**src/rtl/sha256_msg_schedule.sv**
```systemverilog
// SHA-256 message-schedule expander: loads one 512-bit block and streams
// W[0..NUM_WORDS-1] over a valid/ready handshake using a 16-word sliding window.
module sha256_msg_schedule #(
    parameter int NUM_WORDS = 64
) (
    input  logic         clk,
    input  logic         reset,
    input  logic         blk_valid,
    output logic         blk_ready,
    input  logic [511:0] blk_data,
    output logic         w_valid,
    input  logic         w_ready,
    output logic [31:0]  w_data,
    output logic [5:0]   w_index,
    output logic         done
);

    typedef enum logic [0:0] {
        ST_IDLE = 1'b0,
        ST_RUN  = 1'b1
    } state_t;

    localparam logic [5:0] LAST_IDX = 6'(NUM_WORDS - 1);

    state_t      state_r;
    logic [31:0] win_r [16];
    logic [31:0] next_s;
    logic        beat_s;

    function automatic logic [31:0] sig0(input logic [31:0] x);
        return {x[6:0], x[31:7]} ^ {x[17:0], x[31:18]} ^ {3'b000, x[31:3]};
    endfunction

    function automatic logic [31:0] sig1(input logic [31:0] x);
        return {x[16:0], x[31:17]} ^ {x[18:0], x[31:19]} ^ {10'b00_0000_0000, x[31:10]};
    endfunction

    // Next schedule word W[t+16] from the current window, and the handshake beat.
    always_comb begin
        next_s = sig1(win_r[14]) + win_r[9] + sig0(win_r[1]) + win_r[0];
        beat_s = w_valid & w_ready;
    end

    assign w_data = win_r[0];

    // Control FSM and window: load in IDLE, shift one word per beat in RUN.
    always_ff @(posedge clk or posedge reset) begin
        if (reset) begin
            state_r   <= ST_IDLE;
            for (int i = 0; i < 16; i++) begin
                win_r[i] <= 32'h0000_0000;
            end
            w_valid   <= 1'b0;
            w_index   <= 6'd0;
            blk_ready <= 1'b1;
            done      <= 1'b0;
        end else begin
            done <= 1'b0;
            case (state_r)
                ST_IDLE: begin
                    if (blk_valid) begin
                        for (int i = 0; i < 16; i++) begin
                            win_r[i] <= blk_data[511 - 32*i -: 32];
                        end
                        w_index   <= 6'd0;
                        w_valid   <= 1'b1;
                        blk_ready <= 1'b0;
                        state_r   <= ST_RUN;
                    end
                end
                ST_RUN: begin
                    if (beat_s) begin
                        // Tail words beyond NUM_WORDS are don't-care and never reach w_data.
                        for (int i = 0; i < 15; i++) begin
                            win_r[i] <= win_r[i + 1];
                        end
                        win_r[15] <= next_s;
                        if (w_index == LAST_IDX) begin
                            w_index   <= 6'd0;
                            w_valid   <= 1'b0;
                            blk_ready <= 1'b1;
                            done      <= 1'b1;
                            state_r   <= ST_IDLE;
                        end else begin
                            w_index <= 6'(w_index + 6'd1);
                        end
                    end
                end
                default: begin
                    w_valid   <= 1'b0;
                    blk_ready <= 1'b1;
                    state_r   <= ST_IDLE;
                end
            endcase
        end
    end

endmodule

```
**config.mk**
```make
export PLATFORM = sky130hd
export DESIGN_NAME = sha256_msg_schedule
export DESIGN_NICKNAME = d
export VERILOG_FILES = /design/src/rtl/sha256_msg_schedule.sv
export SDC_FILE = /design/constraint.sdc
export NUM_CORES = 2
export LEC_CHECK = 0
export ABC_CLOCK_PERIOD_IN_PS = 32400
export CAP_MARGIN = 20
export CORE_AREA = 5 5 344 346
export CTS_BUF_LIST = sky130_fd_sc_hd__clkbuf_8
export CTS_CLUSTER_SIZE = 20
export DETAILED_ROUTE_END_ITERATION = 7
export DIE_AREA = 0 0 349 351
export PLACE_DENSITY = 0.56
export RECOVER_POWER = 100
export SYNTH_ARGS = -nofsm -noshare
export SYNTH_HDL_FRONTEND = slang
export SYNTH_SLANG_ARGS = --single-unit
```
**constraint.sdc**
```tcl
create_clock -name clk -period 32.4 [get_ports clk]
set_clock_uncertainty 0.15 [all_clocks]
set_input_delay 4.86 -clock clk [delete_from_list [all_inputs] [get_ports clk]]
set_output_delay 4.86 -clock clk [all_outputs]
set_load 0.05 [all_outputs]
```
==> images/layer_met4.png <==
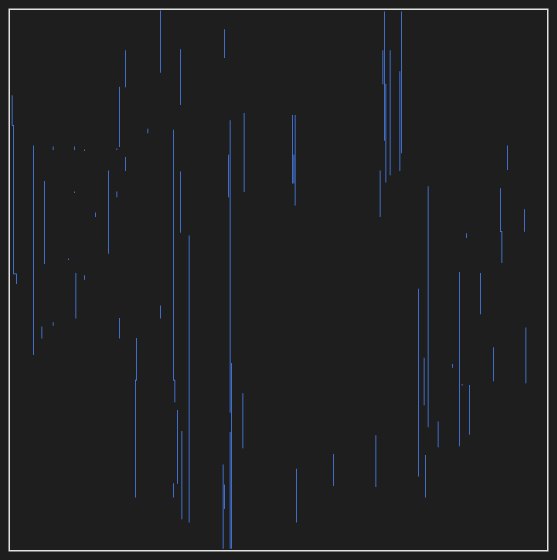
The wires run mostly vertical. The longest straight run is 190 µm. 42 nets have wire on it. The layer holds 2.7% of the routed length. The layer carries 3,120 µm of wire.

==> impl.org <==
#+TITLE: Synthesis and PnR summary

** Placed design
- OpenSTA, run right after detailed placement, puts the worst setup slack at 22,540 ps.

** Worst setup path
- STA classifies the critical path startpoint as an input pin.
- Walking the worst path, the cells encountered are dlygate4sd3_1 > clkinvlp_2 > clkbuf_1 > clkbuf_1.
- Setup crit end kind :: asynchronous set/reset pin
- Data arrival time of the critical path :: 17,200 ps
- Max FO, Critical Path :: 140

** Synthesis
- List of most frequent post-synthesis cells :: 525 x sky130_fd_sc_hd__nand2_1, 521 x sky130_fd_sc_hd__dfrtp_1, 512 x sky130_fd_sc_hd__o21ai_0
- The synthesized netlist has a Yosys-reported chip area of 28,390 µm².
- Of the post-synthesis cell area, the dominant cell type holds 0.4592.
- Post-synthesis cell type count :: 62
- Post-Syn Area per Cell :: 9.866 µm²
- After synthesis, the share of flip-flops with an asynchronous set or reset is 1.000.
- Number of synthesized flops with an enable pin :: 0
- The synthesized design spends more area on one cell type than any other, namely sky130_fd_sc_hd__dfrtp_1.
- The synthesized instance count is 2,878.
- Per the Yosys statistics, synthesis produced 2,878 cells.

** Timing
- Number of endpoints with negative hold slack in the final report :: 0
- Number of max-slew violations in the final report :: 1,475
- Portion of the clock cycle consumed by the worst path in the final layout :: 0.5471
- Timing would allow up to 56.41 MHz.
- The worst-case max-slew headroom was logged as -4.358.

** Final layout
- In this run the layout overhead on the synthesized area is reported as 30.01%.
- Share of final-layout standard cells stronger than drive strength 1 :: 0.05294
- Final-layout fill cell count :: 12,140
- Nets :: 3,916

** Die
- In this run the full chip footprint comes out at 122,500 µm².
- The core region is 115,100 µm².

** Hold path
- Path class of the lowest-slack min-delay path :: flop to flop

** Run status
- Result of the run :: finished, violations left
- Violated checks :: capacitance limit, slew limit

** Flow run
- The report counts max-capacitance violations totalling 16.

** Clock tree
- TritonCTS built the clock tree.
- The number of clock buffers added by TritonCTS is 101.
- The clock tree synthesis step divided the H-tree into 3 levels.

** GRT
- First-pass GRT wire length :: 159.8 mm
- Number of antenna violations at the first check in global routing :: 55

** Routing
- Number of vias in the routed layout :: 21,790
- For this run, the detailed router reports a per-instance via density of 4.420.
==> images/clocks.png <==
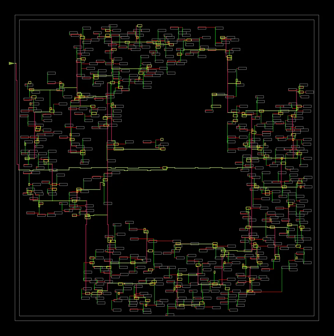
layout sequential cell count: 522
insertion delay to the later sink of the worst-skew pair: 730 ps

==> flip-flops by register name, indices dropped and copies added, names as in the netlist <==
register / flops
blk_ready: 1
state_r: 1
w_data: 32
win_r: 480
w_valid: 1
done: 1
w_index: 6
==> critical path: cells and delay by family <==
| kind | cells | cell delay, ps |
|---|---|---|
| buffers and inverters | 4 | 11920 |
==> cell type report <==
class / instances / area [µm²] / area share
antenna: 24 / 60.06 / 0.001627
clock buffer: 123 / 1693 / 0.04586
clock inverter: 55 / 339.1 / 0.009185
inverter: 126 / 474.2 / 0.01285
multi-input combinational: 1971 / 13660 / 0.3700
sequential: 522 / 13070 / 0.3540
tap: 1524 / 1907 / 0.05165
timing repair buffer: 584 / 5715 / 0.1548
==> worst paths after layout <==
kind	start	end	cells past startpoint
min in group asynchronous	reset	win_r[233]	2
worst min-delay path	win_r[155]	win_r[155]	2
max in group clk	w_ready	win_r[276]	8
worst max register to register	state_r	win_r[276]	8
worst max-delay path	reset	state_r	4
worst min register to register	win_r[155]	win_r[155]	2
==> layer usage <==
layer	track usage	up-vias	wire length (µm)
met5	0	-	316
met4	0.05634	46	3115
met3	0.06764	182	10720
met2	0.2938	647	53240
met1	0.2236	10370	46460
li1	-	10550	-
==> metrics by stage <==
step	util	hold slack [ps]	instance area [µm²]
after CTS	0.3208	327.0	36930
after floorplan	-	299.1	28390
after detailed placement	0.3032	317.0	34900
after global routing	0.3204	345.7	36880
after global placement	0.3032	310.1	34900
final	0.3207	326.0	36920
==> cells by family (layout without fill, tap and decap cells) <==
group	count (synthesis)	after routing	share of synthesized area
compound gates	624	624	0.1173
simple gates	610	610	0.08579
flops	522	522	0.4601
mux	495	495	0.1745
buf+inv	385	888	0.05883
xor+xnor	148	148	0.04565
fa+ha+maj	94	94	0.05781
other cells	0	24	0
==> layout by cell type, fill, tap and decap left out, drive strengths merged, types with 4 or more instances in the layout <==
cell type      instances
xor2                  55
nand4                  5
nand2                526
a21oi                 53
a21o                   9
nor2                  34
diode                 24
inv                  164
nand3                 15
clkinv                 8
mux2i                494
nor3                   6
clkinvlp               6
fa                    62
xnor2                 93
a22oi                  4
dfrtp                521
nor3b                  8
dlygate4sd3           43
buf                   12
ha                    32
nor2b                  4
o21bai                 5
clkdlybuf4s50        513
o21ai                527
clkbuf               139
a31oi                  7
